<file path="config.mk">
export PLATFORM = sky130hd
export DESIGN_NAME = dmem_ctl
export DESIGN_NICKNAME = d
export VERILOG_FILES = /design/src/rtl/dmem_ctl.sv
export SDC_FILE = /design/constraint.sdc
export NUM_CORES = 1
export LEC_CHECK = 0
export ABC_AREA = 1
export CORE_AREA = 2 2 116 118
export DETAILED_ROUTE_END_ITERATION = 10
export DIE_AREA = 0 0 118 120
export DONT_BUFFER_PORTS = 1
export PLACE_DENSITY = 0.69
export SLEW_MARGIN = 20
export SYNTH_ARGS = -nofsm -noshare
export SYNTH_HDL_FRONTEND = slang
export SYNTH_SLANG_ARGS = --single-unit
</file>
<file path="constraint.sdc">
create_clock -name clk -period 4.5 [get_ports clk]
set_clock_uncertainty 0.2 [all_clocks]
set_input_delay 0.45 -clock clk [delete_from_list [all_inputs] [get_ports clk]]
set_output_delay 0.45 -clock clk [all_outputs]
set_load 0.005 [all_outputs]
</file>
<file path="src/rtl/dmem_ctl.sv">
// Data-memory sequencer for the MEM stage: pipeline-first arbitration against one external
// requester with a starvation bound. Optional transaction timeout under DMEM_CTL_TIMEOUT_EN.
module dmem_ctl #(
  parameter int unsigned X_MAX_WAIT = 8,
  parameter int unsigned TIMEOUT    = 64
) (
  input  logic        clk,
  input  logic        rst_n,
  // pipeline MEM stage
  input  logic        MEM_read,
  input  logic        MEM_write,
  input  logic [31:0] MEM_addr,
  input  logic [31:0] MEM_wdata,
  output logic [31:0] MEM_rdata,
  output logic        MEM_stall,
  // external requester
  input  logic        X_req,
  input  logic        X_we,
  input  logic [31:0] X_addr,
  input  logic [31:0] X_wdata,
  output logic        X_gnt,
  output logic [31:0] X_rdata,
  // memory
  output logic        mem_req,
  output logic        mem_we,
  output logic [31:0] mem_addr,
  output logic [31:0] mem_wdata,
  input  logic        mem_ack,
  input  logic [31:0] mem_rdata,
  output logic        err
);

  typedef enum logic [2:0] {StIdle, StBusyP, StBusyX, StDoneP, StDoneX} state_e;

  localparam logic [7:0] MaxWait = 8'(X_MAX_WAIT);

  state_e      state_q, state_d;
  logic        mem_req_q, mem_req_d;
  logic        mem_we_q, mem_we_d;
  logic [31:0] mem_addr_q, mem_addr_d;
  logic [31:0] mem_wdata_q, mem_wdata_d;
  logic [31:0] pipe_rdata_q, pipe_rdata_d;
  logic [31:0] x_rdata_q, x_rdata_d;
  logic [7:0]  wait_cnt_q, wait_cnt_d;
  logic        err_q, err_d;

  logic pipe_req;
  logic x_wins;
  logic pipe_wins;
  logic tmo_hit;

  assign pipe_req  = MEM_read | MEM_write;
  assign x_wins    = X_req & ((wait_cnt_q >= MaxWait) | ~pipe_req);
  assign pipe_wins = pipe_req & ~x_wins;

`ifdef DMEM_CTL_TIMEOUT_EN
  localparam logic [15:0] TmoLast = 16'(TIMEOUT - 1);

  logic [15:0] tmo_cnt_q, tmo_cnt_d;
  logic        busy;

  assign busy = (state_q == StBusyP) | (state_q == StBusyX);

  always_comb begin
    tmo_cnt_d = busy ? tmo_cnt_q + 16'd1 : 16'd0;
  end

  // An ack arriving on the limit cycle takes precedence over the abort.
  assign tmo_hit = busy & ~mem_ack & (tmo_cnt_q == TmoLast);

  always_ff @(posedge clk or negedge rst_n) begin
    if (!rst_n) begin
      tmo_cnt_q <= 16'd0;
    end else begin
      tmo_cnt_q <= tmo_cnt_d;
    end
  end
`else
  localparam logic [15:0] TimeoutIgnored = 16'(TIMEOUT);

  logic unused_timeout;

  assign unused_timeout = ^TimeoutIgnored;
  assign tmo_hit        = 1'b0;
`endif

  // State register
  always_ff @(posedge clk or negedge rst_n) begin
    if (!rst_n) begin
      state_q <= StIdle;
    end else begin
      state_q <= state_d;
    end
  end

  // Next-state logic
  always_comb begin
    state_d = state_q;
    unique case (state_q)
      StIdle: begin
        if (x_wins) begin
          state_d = StBusyX;
        end else if (pipe_wins) begin
          state_d = StBusyP;
        end
      end
      StBusyP: begin
        if (mem_ack || tmo_hit) begin
          state_d = StDoneP;
        end
      end
      StBusyX: begin
        if (mem_ack || tmo_hit) begin
          state_d = StDoneX;
        end
      end
      StDoneP, StDoneX: state_d = StIdle;
      default:          state_d = StIdle;
    endcase
  end

  // Outputs decoded from state; the stall is combinational so it rises with the strobe.
  always_comb begin
    MEM_stall = pipe_req & (state_q != StDoneP);
    X_gnt     = (state_q == StDoneX);
  end

  // Request fields, read data, starvation counter and error pulse
  always_comb begin
    mem_req_d    = mem_req_q;
    mem_we_d     = mem_we_q;
    mem_addr_d   = mem_addr_q;
    mem_wdata_d  = mem_wdata_q;
    pipe_rdata_d = pipe_rdata_q;
    x_rdata_d    = x_rdata_q;
    wait_cnt_d   = X_req ? wait_cnt_q : 8'd0;
    err_d        = 1'b0;

    unique case (state_q)
      StIdle: begin
        if (x_wins) begin
          mem_req_d   = 1'b1;
          mem_we_d    = X_we;
          mem_addr_d  = X_addr;
          mem_wdata_d = X_wdata;
          wait_cnt_d  = 8'd0;
        end else if (pipe_wins) begin
          mem_req_d   = 1'b1;
          mem_we_d    = MEM_write;
          mem_addr_d  = MEM_addr;
          mem_wdata_d = MEM_wdata;
          // The pipeline only beats a waiting X below MaxWait, so this saturates there.
          if (X_req) begin
            wait_cnt_d = wait_cnt_q + 8'd1;
          end
        end
      end
      StBusyP, StBusyX: begin
        if (mem_ack) begin
          mem_req_d = 1'b0;
          if (!mem_we_q) begin
            if (state_q == StBusyP) begin
              pipe_rdata_d = mem_rdata;
            end else begin
              x_rdata_d = mem_rdata;
            end
          end
        end else if (tmo_hit) begin
          mem_req_d = 1'b0;
          err_d     = 1'b1;
          if (state_q == StBusyP) begin
            pipe_rdata_d = 32'd0;
          end else begin
            x_rdata_d = 32'd0;
          end
        end
      end
      default: ;
    endcase
  end

  always_ff @(posedge clk or negedge rst_n) begin
    if (!rst_n) begin
      mem_req_q    <= 1'b0;
      mem_we_q     <= 1'b0;
      mem_addr_q   <= 32'd0;
      mem_wdata_q  <= 32'd0;
      pipe_rdata_q <= 32'd0;
      x_rdata_q    <= 32'd0;
      wait_cnt_q   <= 8'd0;
      err_q        <= 1'b0;
    end else begin
      mem_req_q    <= mem_req_d;
      mem_we_q     <= mem_we_d;
      mem_addr_q   <= mem_addr_d;
      mem_wdata_q  <= mem_wdata_d;
      pipe_rdata_q <= pipe_rdata_d;
      x_rdata_q    <= x_rdata_d;
      wait_cnt_q   <= wait_cnt_d;
      err_q        <= err_d;
    end
  end

  assign mem_req   = mem_req_q;
  assign mem_we    = mem_we_q;
  assign mem_addr  = mem_addr_q;
  assign mem_wdata = mem_wdata_q;
  assign MEM_rdata = pipe_rdata_q;
  assign X_rdata   = x_rdata_q;
  assign err       = err_q;

endmodule
</file>
Figure 1. The metal 1 layer.
(3 px per um)
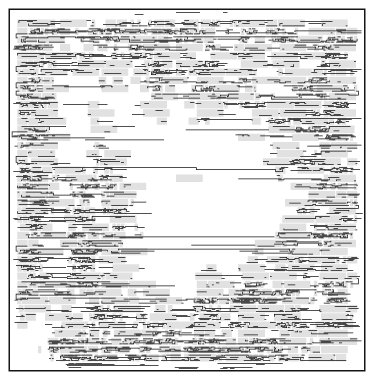
The layer holds 38% of the routed length. The longest straight run is 57.0 um. 848 nets have wire on it.

Figure 2. Metal 2.
(4 px per um)
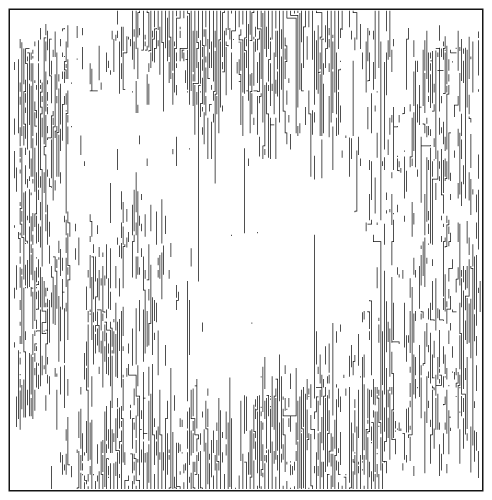
The wires run mostly vertical. 806 nets have wire on it.

Figure 3. The metal 3 layer.
(2 px per um)
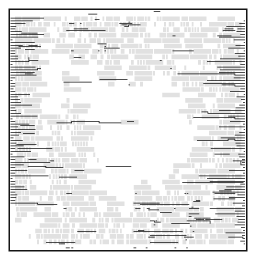
The longest straight run is 30.4 um. The wires run mostly horizontal. The layer holds 9.2% of the routed length. 200 nets have wire on it.

[cells in the mapped netlist]
master / count / share of area (%)
sky130_fd_sc_hd__buf_6: 1 / 0.19
sky130_fd_sc_hd__nand3_1: 69 / 5.7
sky130_fd_sc_hd__inv_1: 51 / 3.2
sky130_fd_sc_hd__a31oi_1: 66 / 6.8
sky130_fd_sc_hd__buf_2: 21 / 1.7
sky130_fd_sc_hd__conb_1: 1 / 0.062
sky130_fd_sc_hd__buf_4: 11 / 1.4
sky130_fd_sc_hd__ha_1: 2 / 0.41
sky130_fd_sc_hd__o2111ai_1: 1 / 0.14
sky130_fd_sc_hd__dfrtp_1: 141 / 58
sky130_fd_sc_hd__nor3_2: 1 / 0.16
sky130_fd_sc_hd__a21oi_1: 1 / 0.082
sky130_fd_sc_hd__o21ai_0: 70 / 5.8
sky130_fd_sc_hd__nor3_1: 2 / 0.16
sky130_fd_sc_hd__a21oi_2: 1 / 0.14
sky130_fd_sc_hd__nor2_1: 77 / 4.8
sky130_fd_sc_hd__clkbuf_1: 14 / 0.87
sky130_fd_sc_hd__inv_2: 1 / 0.062
sky130_fd_sc_hd__nor2_4: 2 / 0.37
sky130_fd_sc_hd__buf_1: 2 / 0.12
sky130_fd_sc_hd__nand2_1: 155 / 9.6
sky130_fd_sc_hd__nand2_2: 2 / 0.21
[final cells by class]
type / count / share of cell area [%]
clock inverters: 15 / 1.95
diodes: 1 / 0.0314
clock buffers: 17 / 5.35
flip-flops and latches: 141 / 44.3
multi-input cells: 450 / 26.6
inverters: 52 / 2.45
well taps: 176 / 2.77
repair buffers: 130 / 16.5
[cell families after synthesis]
logic type,synth area share (%)
buffers and inverters,7.48
flip-flops,58.1
adder cells (fa/ha/maj),0.412
AND-OR/OR-AND,12.9
AND/OR/NAND/NOR,20.9
other,0.0618
==> summary.txt <==
Implementation numbers.

- The critical path endpoint has a required time of roughly 4.6 ns.
- Per the post-place timing report, worst setup slack is approximately 2.1 ns.
- Ranked by power, first place goes to sequential cells.
- The maximum clock rate is 0.381 GHz.
- Total power normalized to cell area comes to around 660 mW/mm2.
- In the setup report, the worst path falls into the class register to register.
- The highest metal layer with signal wires is met4.
- The slew of the pin with the lowest slew margin is 0.787 ns.
- The post-route non-filler standard cell count is ~980.
- In the final layout, the multi-input gates occupy 0.00212 mm2.
- Row generation in the floorplan step produced about 42 rows.
- The final worst-path cycle share is between 50% and 60%.
- The combinational-cell power consumption is ~1.5 mW.
- The buffers plus inverters on the worst setup path is 2.
- In the final report, the number of pins over their slew limit comes to 0.
- The width of the chip is ~120 um.
- For reference, the critical path cell chain is nor2_4, nand2_2, a21oi_4, buf_4, nor2_1, a31oi_1, dlygate4sd3_1.
- According to the Yosys statistics, the synthesized design has a chip area of around 0.0061 mm2.
- The synthesis log from Yosys contains 0 warnings.
- The startpoint of the worst hold path is mem_rdata[22].
- In this run the number of cells on the critical path is 7.
- Looking at the clock tree report, the maximum root-to-sink buffer count equals 2.
- The launch point of the worst register-to-register path is recorded as state_q[1].
- The post-CTS repair timing setup buffer count is 0.
- The last weighted congestion value of the routability-driven placer is slightly above 0.8.
- The nature of the critical path startpoint is a register.
- The routed layout reports a DRC error count of 0.
- The portion of total power attributed to sequential cells is between 40% and 50%.
- The number of nets in the layout is between 900 and 1000.
- Switching power as a fraction of the total was reported as between 30 and 40%.
- The detailed-router iteration count before antenna repair is 5.
- For reference, the clock transition at the flip-flops on the worst setup and hold paths is about 0.060 ns.
- The netlist uses 22 different library cells.
- The post-synthesis cell count is 692.
- The flop and latch count out of synthesis is roughly 140.
- The run finished with clean final reports.
- The max-slew headroom at the worst pin is 47.4%.
- The met3 capacity usage during global routing is around 8.6%.
- Clock latency on the worst-skew pair, taken at its later pin, is a little over 0.4 ns.
- The combinational share of power is between 20% and 30%.
- The leakage component of the power is between 3 and 4 nW.
- Per the detail_route log, met2 wirelength is 8.80 mm.
- The pin count of the biggest net entering global routing is 142.
- The synthesis-to-finish area growth is 31.2%.
- The final route contains approximately 5400 vias.
- The number of global-route vias before repair is about 5400.
- Setup repair after global routing left no endpoint under its margin.
- Global routing consumed, on the met2 layer, approximately two fifths of the routing resources.
- Among logic cells in the layout, the one with the most instances is sky130_fd_sc_hd__nand2_1.
- The number of cells in the yosys synthesis report is about 690.
- Per the post-route antenna check, the number of violating nets is 0.
- The number of cells on the worst reg-to-reg path is 7.
- The category of the worst setup path capture point is a register.
- The net switching power figure is around 1.9 mW.
- The overall power after layout is ~5.2 mW.
- In the final layout, the share of cells above drive strength 1 is approximately 5.7%.
- The die span in y is ~120 um.
- The cell at the root of the clock tree is sky130_fd_sc_hd__clkbuf_16.
- Summed over the clock group, the power is approximately 1.4 mW.
- The placeable core region is approximately 0.013 mm2.
- The startpoint of the worst setup timing path is state_q[1].
- In this run the worst path has a maximum fanout of ~70.
- The path class of the tightest hold or removal check is input port to register.
- The total placed instance area is 0.00607 mm2.
- The count of boundary I/O pins is roughly 300.
- Global routing used 29.6% of the available met1 tracks.
- For reference, the critical path is captured by mem_addr[10].
- Per the GRT log, the top usage layer is met2.
- Global routing finished with a remaining overflow of 0.
- The max-capacitance violation count is 0.
- The number of inserted filler cells in the final layout is approximately 1000.
- After detailed routing, the total wire length is ~17 mm.
- In this design, the largest share of critical-path delay is due to buffers and inverters.
- The floorplan net count is 861.
- Detailed placement finished with a half-perimeter wire length of around 10 mm.
- For the worst reg-to-reg path, the endpoint reported by OpenROAD is mem_addr[10].
- The total area of sequential cells is between 0.003 and 0.004 mm2.
- The slowest stage cell on the critical path is sky130_fd_sc_hd__dlygate4sd3_1.
- CTS saw between 100 and 150 sinks.
- After detailed placement, the design holds a cell count of between 800 and 900.
- The delay of the slowest cell on the worst path is 0.58 ns.
- The tool warning count for the run is 30.
- The final instance area is 0.00796 mm2.
- The overall track demand over capacity in global routing is 24.6%.
- The final count of negative-setup-slack endpoints is 0.
- On the critical path the data arrives at approximately 2.8 ns.
- The chip occupies 0.0142 mm2.
- The wire length of the first global-routing pass is 27.7 mm.
- The final timing report lists a hold violation count of 0.
- In the power breakdown, the internal column shows 3.37 mW.
- In this run, post-CTS hold repair placed around 130 buffers.
- As logged by OpenROAD, the buffers inserted on ports number 0.
- In the detailed route, the total length drawn on met3 is 1.61 mm.
- TritonCTS built the clock tree.
- The most common logic cells in the final layout are 153 x sky130_fd_sc_hd__nand2_1, 141 x sky130_fd_sc_hd__dfrtp_1, 126 x sky130_fd_sc_hd__dlygate4sd3_1.
- The minimum setup slack among reg-to-reg paths is approximately 1.9 ns.
- The mean instance size in the synthesized netlist is between 8 and 9 um2.
- The initial cell density of the core is 46.8%.
- The TritonCTS buffer count is 17.
- The post-cts sizing count is 0.
- Per the detail_route report, vias per standard cell equal between 5 and 6.
- The portion of the post-synthesis area used by sequential elements is 58.1%.
- The power of the sequential group is roughly 2.4 mW.
- The number of antenna violations at the first check in global routing is 1.
- The count of H-tree levels built during CTS is 4.
- For this run, the share of the core covered by cells in the final layout is about three fifths.
- The sum of negative setup slack is 0 ns.
- The script logs the mean routed wire length per placed instance as about 18 um.
- The routed metal-1 wirelength is 6.67 mm.
- The worst hold path terminates at X_rdata[22].
- Looking at the power breakdown, the clock network takes 25.9% of the total.
- The worst path needs 2.63 ns of the cycle, external delays included.
- The mapped netlist covers 0.00607 mm2.
- The minimum setup slack in the final design is ~1.9 ns.
- The hold slack is 0.0168 ns.
- The number of DRC violations after detailed-routing iteration 0 is 553.
- IR analysis of the VDD net gives a maximum drop of approximately 0.63 mV.
- The cell depth of the worst hold path is 2.
Power is estimated from default activity; no workload was simulated.
